`config.mk`:
```
export PLATFORM = sky130hd
export DESIGN_NAME = muxs_pipe_flat
export DESIGN_NICKNAME = d
export VERILOG_FILES = /design/src/rtl/muxs_pipe_if.sv /design/src/rtl/muxs_pipe.sv /design/src/flat_wrapper.sv
export SDC_FILE = /design/constraint.sdc
export NUM_CORES = 1
export LEC_CHECK = 0
export CORE_MARGIN = 5
export CORE_UTILIZATION = 44
export DETAILED_ROUTE_END_ITERATION = 10
export MAX_ROUTING_LAYER = met4
export PLACE_DENSITY = 0.82
export SETUP_SLACK_MARGIN = 0.3
export SLEW_MARGIN = 30
export SYNTH_ARGS = -nofsm -noshare
export SYNTH_HDL_FRONTEND = slang
export SYNTH_SLANG_ARGS = --single-unit
```
`constraint.sdc`:
```
create_clock -name clk -period 3.1 [get_ports clk]
set_input_delay 0.31 -clock clk [delete_from_list [all_inputs] [get_ports clk]]
set_output_delay 0.31 -clock clk [all_outputs]
set_load 0.1 [all_outputs]
```
`src/rtl/muxs_pipe_if.sv`:
```
// Decode, operand and writeback signals of muxs_pipe.
// The core side (master) drives decode fields and memory data; muxs_pipe (slave) returns PC and results.
interface muxs_pipe_if #(
   parameter int unsigned DataSize = 32,
   parameter int unsigned PcWidth  = 10
);
   logic                stall;
   logic                flush;
   logic                in_valid;
   logic [2:0]          pc_select;
   logic [1:0]          sub_op_sv;
   logic [4:0]          imm_5bit;
   logic [13:0]         imm_14bit;
   logic [14:0]         imm_15bit;
   logic [19:0]         imm_20bit;
   logic [23:0]         imm_24bit;
   logic [1:0]          imm_extend_select;
   logic [2:0]          alu_src2_select;
   logic [1:0]          write_reg_select;
   logic [DataSize-1:0] reg_rb_data;
   logic [DataSize-1:0] reg_rt_data;
   logic [DataSize-1:0] alu_output;
   logic [DataSize-1:0] mem_read_data;
   logic                mem_valid;
   logic [PcWidth-1:0]  current_pc;
   logic [PcWidth-1:0]  next_pc;
   logic [DataSize-1:0] output_imm_reg_mux;
   logic                out_valid;
   logic [DataSize-1:0] write_reg_data;
   logic                wb_valid;
   logic                mem_wait;

   modport master (
      output stall, flush, in_valid, pc_select, sub_op_sv, imm_5bit, imm_14bit, imm_15bit,
             imm_20bit, imm_24bit, imm_extend_select, alu_src2_select, write_reg_select,
             reg_rb_data, reg_rt_data, alu_output, mem_read_data, mem_valid,
      input  current_pc, next_pc, output_imm_reg_mux, out_valid, write_reg_data, wb_valid,
             mem_wait
   );

   modport slave (
      input  stall, flush, in_valid, pc_select, sub_op_sv, imm_5bit, imm_14bit, imm_15bit,
             imm_20bit, imm_24bit, imm_extend_select, alu_src2_select, write_reg_select,
             reg_rb_data, reg_rt_data, alu_output, mem_read_data, mem_valid,
      output current_pc, next_pc, output_imm_reg_mux, out_valid, write_reg_data, wb_valid,
             mem_wait
   );
endinterface

```
`src/rtl/muxs_pipe.sv`:
```
// Registered datapath select unit: PC register with next-PC selection, registered ALU src2
// operand with stall/flush, and registered writeback data with a load-wait FSM.
module muxs_pipe #(
   parameter int unsigned        DataSize = 32,
   parameter int unsigned        PcWidth  = 10,
   parameter logic [PcWidth-1:0] PcReset  = '0
) (
   input logic        clk,
   input logic        rst,
   muxs_pipe_if.slave bus
);
   typedef enum logic [0:0] {StIdle, StWaitMem} wb_state_e;

   logic [PcWidth-1:0]  pc_q, next_pc_c;
   logic [DataSize-1:0] imm_ext, src2, op_q;
   logic                op_valid_q, taken_q, accept;
   logic [1:0]          wb_sel_q;
   logic [DataSize-1:0] wb_data_q, wb_data_d;
   logic                wb_valid_q, wb_valid_d, mem_wait_q, mem_wait_d;
   wb_state_e           state_q, state_d;

   // Offsets are sign-extended (or truncated) straight to PcWidth so wrap-around is implicit.
   always_comb begin
      next_pc_c = pc_q;
      case (bus.pc_select)
         3'b000:  next_pc_c = pc_q + PcWidth'(3'd4);
         3'b001:  next_pc_c = pc_q + PcWidth'($signed({bus.imm_14bit, 1'b0}));
         3'b010:  next_pc_c = pc_q + PcWidth'($signed({bus.imm_24bit, 1'b0}));
         3'b011:  next_pc_c = bus.reg_rb_data[PcWidth-1:0];
         default: next_pc_c = pc_q;
      endcase
   end

   always_comb begin
      imm_ext = '0;
      case (bus.imm_extend_select)
         2'b00:   imm_ext = DataSize'(bus.imm_5bit);
         2'b01:   imm_ext = DataSize'($signed(bus.imm_15bit));
         2'b10:   imm_ext = DataSize'(bus.imm_15bit);
         default: imm_ext = DataSize'($signed(bus.imm_20bit));
      endcase
   end

   always_comb begin
      src2 = '0;
      case (bus.alu_src2_select)
         3'b000:  src2 = bus.reg_rb_data;
         3'b001:  src2 = imm_ext;
         3'b010:  src2 = DataSize'({bus.imm_15bit, 2'b00});
         3'b011:  src2 = bus.reg_rb_data << bus.sub_op_sv;
         3'b100:  src2 = bus.reg_rt_data;
         default: src2 = '0;
      endcase
   end

   always_ff @(posedge clk or negedge rst) begin
      if (!rst) begin
         pc_q <= PcReset;
      end else if (bus.in_valid && !bus.stall) begin
         pc_q <= next_pc_c;
      end
   end

   // taken_q stops an operand held by stall from being written back more than once.
   always_ff @(posedge clk or negedge rst) begin
      if (!rst) begin
         op_q       <= '0;
         op_valid_q <= 1'b0;
         wb_sel_q   <= 2'b11;
         taken_q    <= 1'b0;
      end else if (!bus.stall) begin
         op_q       <= src2;
         op_valid_q <= bus.in_valid && !bus.flush;
         wb_sel_q   <= bus.write_reg_select;
         taken_q    <= 1'b0;
      end else if (accept) begin
         taken_q    <= 1'b1;
      end
   end

   always_comb begin
      state_d    = state_q;
      wb_data_d  = wb_data_q;
      wb_valid_d = 1'b0;
      accept     = 1'b0;
      unique case (state_q)
         StIdle: begin
            if (op_valid_q && !taken_q) begin
               accept = 1'b1;
               case (wb_sel_q)
                  2'b00: begin
                     wb_data_d  = bus.alu_output;
                     wb_valid_d = 1'b1;
                  end
                  2'b01: begin
                     wb_data_d  = op_q;
                     wb_valid_d = 1'b1;
                  end
                  2'b10: begin
                     if (bus.mem_valid) begin
                        wb_data_d  = bus.mem_read_data;
                        wb_valid_d = 1'b1;
                     end else begin
                        state_d = StWaitMem;
                     end
                  end
                  default: ;
               endcase
            end
         end
         StWaitMem: begin
            if (bus.mem_valid) begin
               wb_data_d  = bus.mem_read_data;
               wb_valid_d = 1'b1;
               state_d    = StIdle;
            end
         end
      endcase
      mem_wait_d = (state_d == StWaitMem);
   end

   always_ff @(posedge clk or negedge rst) begin
      if (!rst) begin
         state_q    <= StIdle;
         wb_data_q  <= '0;
         wb_valid_q <= 1'b0;
         mem_wait_q <= 1'b0;
      end else begin
         state_q    <= state_d;
         wb_data_q  <= wb_data_d;
         wb_valid_q <= wb_valid_d;
         mem_wait_q <= mem_wait_d;
      end
   end

   assign bus.current_pc         = pc_q;
   assign bus.next_pc            = next_pc_c;
   assign bus.output_imm_reg_mux = op_q;
   assign bus.out_valid          = op_valid_q;
   assign bus.write_reg_data     = wb_data_q;
   assign bus.wb_valid           = wb_valid_q;
   assign bus.mem_wait           = mem_wait_q;
endmodule
```
`src/flat_wrapper.sv`:
```
// flat-port wrapper written by rule: the top's interface ports become plain ports
module muxs_pipe_flat 
#(
   parameter int unsigned        DataSize = 32,
   parameter int unsigned        PcWidth  = 10,
   parameter logic [PcWidth-1:0] PcReset  = '0
)
  (clk, rst, bus_stall, bus_flush, bus_in_valid, bus_pc_select, bus_sub_op_sv, bus_imm_5bit, bus_imm_14bit, bus_imm_15bit, bus_imm_20bit, bus_imm_24bit, bus_imm_extend_select, bus_alu_src2_select, bus_write_reg_select, bus_reg_rb_data, bus_reg_rt_data, bus_alu_output, bus_mem_read_data, bus_mem_valid, bus_current_pc, bus_next_pc, bus_output_imm_reg_mux, bus_out_valid, bus_write_reg_data, bus_wb_valid, bus_mem_wait);
  muxs_pipe_if #(.DataSize(DataSize), .PcWidth(PcWidth)) bus_i ();
  input logic clk;
  input logic rst;
  input wire logic [$bits(bus_i.stall)-1:0] bus_stall;
  input wire logic [$bits(bus_i.flush)-1:0] bus_flush;
  input wire logic [$bits(bus_i.in_valid)-1:0] bus_in_valid;
  input wire logic [$bits(bus_i.pc_select)-1:0] bus_pc_select;
  input wire logic [$bits(bus_i.sub_op_sv)-1:0] bus_sub_op_sv;
  input wire logic [$bits(bus_i.imm_5bit)-1:0] bus_imm_5bit;
  input wire logic [$bits(bus_i.imm_14bit)-1:0] bus_imm_14bit;
  input wire logic [$bits(bus_i.imm_15bit)-1:0] bus_imm_15bit;
  input wire logic [$bits(bus_i.imm_20bit)-1:0] bus_imm_20bit;
  input wire logic [$bits(bus_i.imm_24bit)-1:0] bus_imm_24bit;
  input wire logic [$bits(bus_i.imm_extend_select)-1:0] bus_imm_extend_select;
  input wire logic [$bits(bus_i.alu_src2_select)-1:0] bus_alu_src2_select;
  input wire logic [$bits(bus_i.write_reg_select)-1:0] bus_write_reg_select;
  input wire logic [$bits(bus_i.reg_rb_data)-1:0] bus_reg_rb_data;
  input wire logic [$bits(bus_i.reg_rt_data)-1:0] bus_reg_rt_data;
  input wire logic [$bits(bus_i.alu_output)-1:0] bus_alu_output;
  input wire logic [$bits(bus_i.mem_read_data)-1:0] bus_mem_read_data;
  input wire logic [$bits(bus_i.mem_valid)-1:0] bus_mem_valid;
  output wire logic [$bits(bus_i.current_pc)-1:0] bus_current_pc;
  output wire logic [$bits(bus_i.next_pc)-1:0] bus_next_pc;
  output wire logic [$bits(bus_i.output_imm_reg_mux)-1:0] bus_output_imm_reg_mux;
  output wire logic [$bits(bus_i.out_valid)-1:0] bus_out_valid;
  output wire logic [$bits(bus_i.write_reg_data)-1:0] bus_write_reg_data;
  output wire logic [$bits(bus_i.wb_valid)-1:0] bus_wb_valid;
  output wire logic [$bits(bus_i.mem_wait)-1:0] bus_mem_wait;
  assign bus_i.stall = bus_stall;
  assign bus_i.flush = bus_flush;
  assign bus_i.in_valid = bus_in_valid;
  assign bus_i.pc_select = bus_pc_select;
  assign bus_i.sub_op_sv = bus_sub_op_sv;
  assign bus_i.imm_5bit = bus_imm_5bit;
  assign bus_i.imm_14bit = bus_imm_14bit;
  assign bus_i.imm_15bit = bus_imm_15bit;
  assign bus_i.imm_20bit = bus_imm_20bit;
  assign bus_i.imm_24bit = bus_imm_24bit;
  assign bus_i.imm_extend_select = bus_imm_extend_select;
  assign bus_i.alu_src2_select = bus_alu_src2_select;
  assign bus_i.write_reg_select = bus_write_reg_select;
  assign bus_i.reg_rb_data = bus_reg_rb_data;
  assign bus_i.reg_rt_data = bus_reg_rt_data;
  assign bus_i.alu_output = bus_alu_output;
  assign bus_i.mem_read_data = bus_mem_read_data;
  assign bus_i.mem_valid = bus_mem_valid;
  assign bus_current_pc = bus_i.current_pc;
  assign bus_next_pc = bus_i.next_pc;
  assign bus_output_imm_reg_mux = bus_i.output_imm_reg_mux;
  assign bus_out_valid = bus_i.out_valid;
  assign bus_write_reg_data = bus_i.write_reg_data;
  assign bus_wb_valid = bus_i.wb_valid;
  assign bus_mem_wait = bus_i.mem_wait;
  muxs_pipe #(.DataSize(DataSize), .PcWidth(PcWidth), .PcReset(PcReset)) u_core (.clk(clk), .rst(rst), .bus(bus_i));
endmodule
```
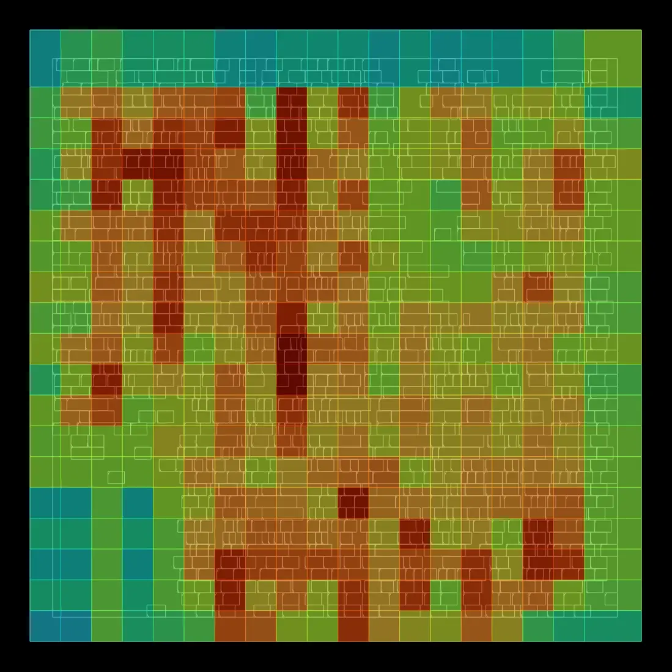
final_congestion.png
met1 Usage GRT: 36.4%
DR WL/cell: 21.8 um

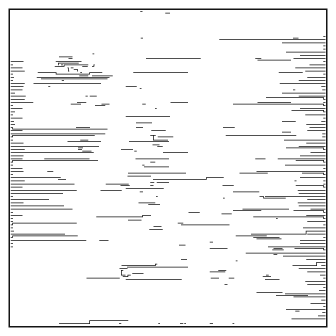
met3.png
wire length on this layer: 2670 um
share of all routed wire: 9.3%
Routed Wire Length: 28700 um
global-route met3 utilization: 6.43%
routed vias: 7929

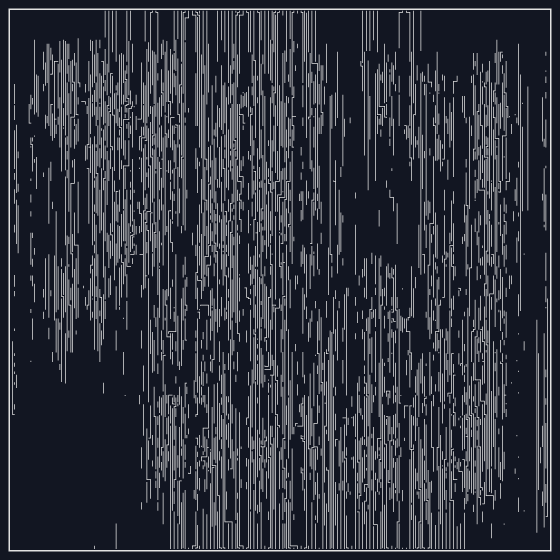
met2.png
share of all routed wire: 49%
main direction: vertical

==> run_summary.xml <==
<?xml version="1.0" encoding="UTF-8"?>
<metrics>
  <group name="power">
    <metric name="power_frac_comb" unit="%">65.3</metric>
    <metric name="static-leakage-power" unit="nW">4.59</metric>
    <metric name="pwr-share-seq" unit="%">20.4</metric>
    <metric name="p_seq" unit="mW">1.64</metric>
    <metric name="ir_drop" unit="V">0.000523</metric>
    <metric name="power_combinational" unit="mW">5.24</metric>
    <metric name="pwr_density_cell" unit="mW/mm2">732</metric>
    <metric name="largestPowerGroup" unit="">combinational cells</metric>
    <metric name="internal_power" unit="mW">3.68</metric>
    <metric name="sw_frac_of_total" unit="%">54.2</metric>
    <metric name="clk_network_pwr_share" unit="%">14.3</metric>
    <metric name="switching_power" unit="mW">4.35</metric>
    <metric name="power.clock.total" unit="mW">1.15</metric>
    <metric name="power.total" unit="mW">8.03</metric>
  </group>
  <group name="worst_hold_path">
    <metric name="worst_hold_path_type" unit="">in2async</metric>
  </group>
  <group name="drt">
    <metric name="wl_met3" unit="um">2670</metric>
    <metric name="initial_drt_markers" unit="">700</metric>
    <metric name="wl_met1" unit="um">11300</metric>
    <metric name="drc" unit="">0</metric>
    <metric name="ant_nets" unit="">0</metric>
    <metric name="vias_per_cell" unit="">6.01</metric>
    <metric name="dr_wl_met2" unit="um">14000</metric>
    <metric name="detailedRoute.firstPassIterationCount" unit="">5</metric>
    <metric name="routed.top_layer" unit="">met4</metric>
  </group>
  <group name="synthesis">
    <metric name="synth.top_cell.area_share" unit="%">27.5</metric>
    <metric name="synth-main-ff-cell" unit="">sky130_fd_sc_hd__dfrtp_1</metric>
    <metric name="top_cells_by_area" unit="">sky130_fd_sc_hd__dfrtp_1 28%, sky130_fd_sc_hd__mux2_2 9.7%, sky130_fd_sc_hd__mux2i_1 9.2%</metric>
    <metric name="synthMostInstantiatedCell" unit="">sky130_fd_sc_hd__nand2_1</metric>
    <metric name="ys_top_cells_by_count" unit="">96 x sky130_fd_sc_hd__nand2_1, 86 x sky130_fd_sc_hd__o21ai_0, 78 x sky130_fd_sc_hd__dfrtp_1</metric>
    <metric name="synth.comb.largest_family" unit="">AND-OR/OR-AND gates</metric>
    <metric name="synth_chip_area" unit="mm2">0.00709</metric>
    <metric name="mean_area_per_synthesized_cell" unit="um2">8.63</metric>
    <metric name="synthesis.instances" unit="">822</metric>
    <metric name="ys_cells" unit="">822</metric>
    <metric name="yosys.cell_types.count" unit="">61</metric>
    <metric name="synth.net_count" unit="">1061</metric>
    <metric name="aoi_share" unit="%">29.0</metric>
    <metric name="syn_std_cell_area" unit="mm2">0.00709</metric>
    <metric name="synthXorXnorAreaFrac" unit="%">1.36</metric>
    <metric name="yosysTopAreaCell" unit="">sky130_fd_sc_hd__dfrtp_1</metric>
    <metric name="synthAdderAreaFrac" unit="%">2.75</metric>
    <metric name="simple_gate_share" unit="%">12.7</metric>
    <metric name="synth_flops" unit="">80</metric>
    <metric name="synthMuxAreaShare" unit="%">19.7</metric>
    <metric name="enable_flop_cells" unit="">0</metric>
    <metric name="async_set_or_reset_register_ratio_after_synthesis" unit="%">100</metric>
    <metric name="synth.yosys.seq_area_share" unit="%">28.3</metric>
    <metric name="synthesis.yosys.warnings" unit="">0</metric>
  </group>
  <group name="critical_path">
    <metric name="critPathLaunchType" unit="">input pin</metric>
    <metric name="critical_path.endpoint_type" unit="">output pin</metric>
    <metric name="critical_path.reg2reg.endpoint" unit="">u_core.bus.write_reg_data[31]</metric>
    <metric name="ff2ff_setup_slack" unit="ns">1.02</metric>
    <metric name="timing_endpoint_of_the_critical_path" unit="">bus_next_pc[8]</metric>
    <metric name="r2r.worst_path.cells" unit="">7</metric>
    <metric name="critPathArrivalTime" unit="ns">2.68</metric>
    <metric name="maximum_fanout_encountered_on_the_critical_timing_path" unit="">7</metric>
    <metric name="cp-startpoint" unit="">bus_pc_select[0]</metric>
    <metric name="crit_required" unit="ns">2.79</metric>
    <metric name="worstReg2RegStart" unit="">u_core.wb_sel_q[0]</metric>
    <metric name="path_class" unit="">in2out</metric>
  </group>
  <group name="layout">
    <metric name="design.final.nets" unit="">1335</metric>
    <metric name="final_core_util" unit="%">69.3</metric>
    <metric name="mostFrequentLayoutCells" unit="">225 x sky130_fd_sc_hd__clkdlybuf4s50_1, 95 x sky130_fd_sc_hd__buf_4, 94 x sky130_fd_sc_hd__nand2_1, 81 x sky130_fd_sc_hd__o21ai_0, 76 x sky130_fd_sc_hd__dfrtp_1</metric>
    <metric name="flow.area_growth_from_synthesis" unit="%">54.6</metric>
    <metric name="final_layout_size_suffix_gt1_share" unit="%">22.9</metric>
    <metric name="layout_top_cell" unit="">sky130_fd_sc_hd__clkdlybuf4s50_1</metric>
  </group>
  <group name="final_timing">
    <metric name="fin_hold_ws" unit="ns">-0.0285</metric>
    <metric name="setup_total_negative_slack" unit="ns">0</metric>
    <metric name="fmax" unit="GHz">0.334</metric>
    <metric name="fin_worst_skew" unit="ns">0.00949</metric>
    <metric name="post-route-min-period" unit="ns">2.99</metric>
    <metric name="tightestPinTransition" unit="ns">1.01</metric>
    <metric name="finalHoldViolations" unit="">18</metric>
    <metric name="slew_violations" unit="">0</metric>
    <metric name="worst_slew_margin_rel" unit="%">32.6</metric>
    <metric name="unrepaired_setup_endpoints_after_global_routing" unit="">yes</metric>
    <metric name="fin_crit_sh" unit="%">96.6</metric>
    <metric name="setup_viol_count_final" unit="">0</metric>
  </group>
  <group name="clock_network">
    <metric name="cts_root_buf" unit="">sky130_fd_sc_hd__clkbuf_16</metric>
    <metric name="postCtsHoldBufs" unit="">0</metric>
    <metric name="cts.reportedPaths.clkPinSlew" unit="ns">0.06</metric>
    <metric name="clkLatencyLatePin" unit="ns">0.34</metric>
    <metric name="cts_sink_cnt" unit="">80</metric>
    <metric name="cts_htree_levels" unit="">3</metric>
    <metric name="resized_cells_post_cts" unit="">39</metric>
    <metric name="cts-root-to-sink-buffers" unit="">2</metric>
    <metric name="tritoncts.num_buffers" unit="">9</metric>
    <metric name="cts_setup_buffers" unit="">6</metric>
    <metric name="tritoncts" unit="">yes</metric>
  </group>
  <group name="floorplan">
    <metric name="die_w" unit="um">137</metric>
    <metric name="placement_rows" unit="">46</metric>
    <metric name="fp-utilization" unit="%">44.8</metric>
    <metric name="ioPinCount" unit="">311</metric>
    <metric name="die_h" unit="um">137</metric>
    <metric name="core" unit="mm2">0.0158</metric>
    <metric name="die_area" unit="mm2">0.0188</metric>
  </group>
  <group name="global_route">
    <metric name="global_route.overflow_total" unit="">0</metric>
    <metric name="antenna_violations_before_repair" unit="">2</metric>
    <metric name="first_pass_grt_wire_length" unit="um">42500</metric>
    <metric name="grt_pass1_vias" unit="">7671</metric>
    <metric name="largest_net_degree_at_the_start_of_global_routing" unit="">67</metric>
    <metric name="grt.total_usage" unit="%">29.7</metric>
  </group>
  <group name="run">
    <metric name="maxCapViolations" unit="">0</metric>
    <metric name="tool_warnings" unit="">53</metric>
  </group>
  <group name="placed_design">
    <metric name="dp.final_hpwl" unit="um">21400</metric>
    <metric name="gp_congestion" unit="">0.916</metric>
    <metric name="placement.io_buffers" unit="">290</metric>
  </group>
  <group name="outcome">
    <metric name="run_status" unit="">finished with violations</metric>
    <metric name="violated_checks" unit="">negative hold slack</metric>
  </group>
</metrics>
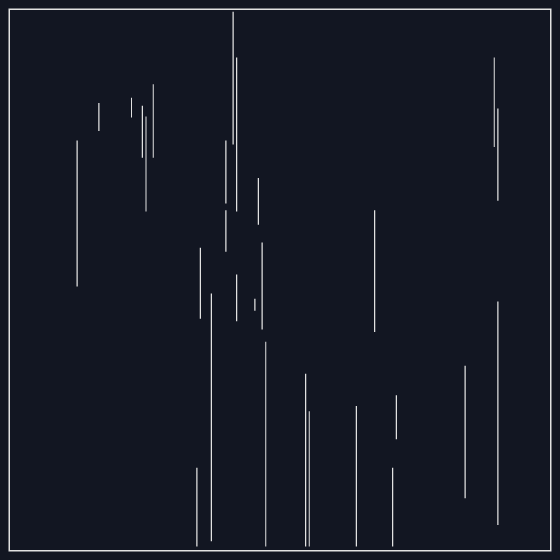
met4.png
wire length on this layer: 710 um
main direction: vertical
share of all routed wire: 2.5%
longest straight run: 62.6 um

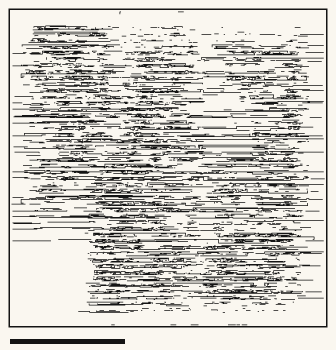
met1.png
The bar under the picture is 50 um long.
wire length on this layer: 11300 um
longest straight run: 47.4 um
main direction: horizontal
share of all routed wire: 39%

## cell type report
cell class	instances	area [um2]
fill	1225	4860
antenna	2	5.00
clock buffer	11	253
multi-input combinational	656	5050
sequential	80	2010
tap	216	270
timing repair buffer	340	3280
clock inverter	5	63.8
inverter	9	33.8
## critical path: stages
cell,delay [ns]
sky130_fd_sc_hd__buf_8,0.10
sky130_fd_sc_hd__nor3b_4,0.21
sky130_fd_sc_hd__buf_6,0.15
sky130_fd_sc_hd__buf_12,0.13
sky130_fd_sc_hd__mux2_4,0.31
sky130_fd_sc_hd__ha_4,0.24
sky130_fd_sc_hd__buf_4,0.15
sky130_fd_sc_hd__a21oi_4,0.15
sky130_fd_sc_hd__nand4b_1,0.14
sky130_fd_sc_hd__mux2i_1,0.20
sky130_fd_sc_hd__o31ai_2,0.10
sky130_fd_sc_hd__buf_4,0.15
sky130_fd_sc_hd__a2bb2oi_4,0.15
sky130_fd_sc_hd__buf_12,0.18
## registers in the layout (all words and copies together) (netlist names)
register	cells
u_core.bus.write_reg_data	32
u_core.taken_q	1
u_core.bus.current_pc	10
u_core.bus.wb_valid	1
u_core.bus.mem_wait	1
u_core.wb_sel_q	2
u_core.bus.out_valid	1
u_core.bus.output_imm_reg_mux	32
## metrics by stage
step	area (um2)	worst slack, ns	hold WS (ns)	std cells
2_1_floorplan	7330	0.182	0.0144	822
3_3_place_gp	10400	-0.166	0.502	1292
3_5_place_dp	10400	-0.307	0.496	1292
4_1_cts	10900	0.0799	0.128	1314
5_1_grt	11000	0.0402	0.0231	1319
6_report	11000	0.107	-0.0285	1319
## layer usage
metal  up-vias  global-route usage (%)
li1       3660                       -
met1      3813                    36.4
met2       398                    49.3
met3        58                    6.43
met4         0                    8.48
met5         -                       -
Power figures rest on the tool's default switching activity, not on a simulated workload.
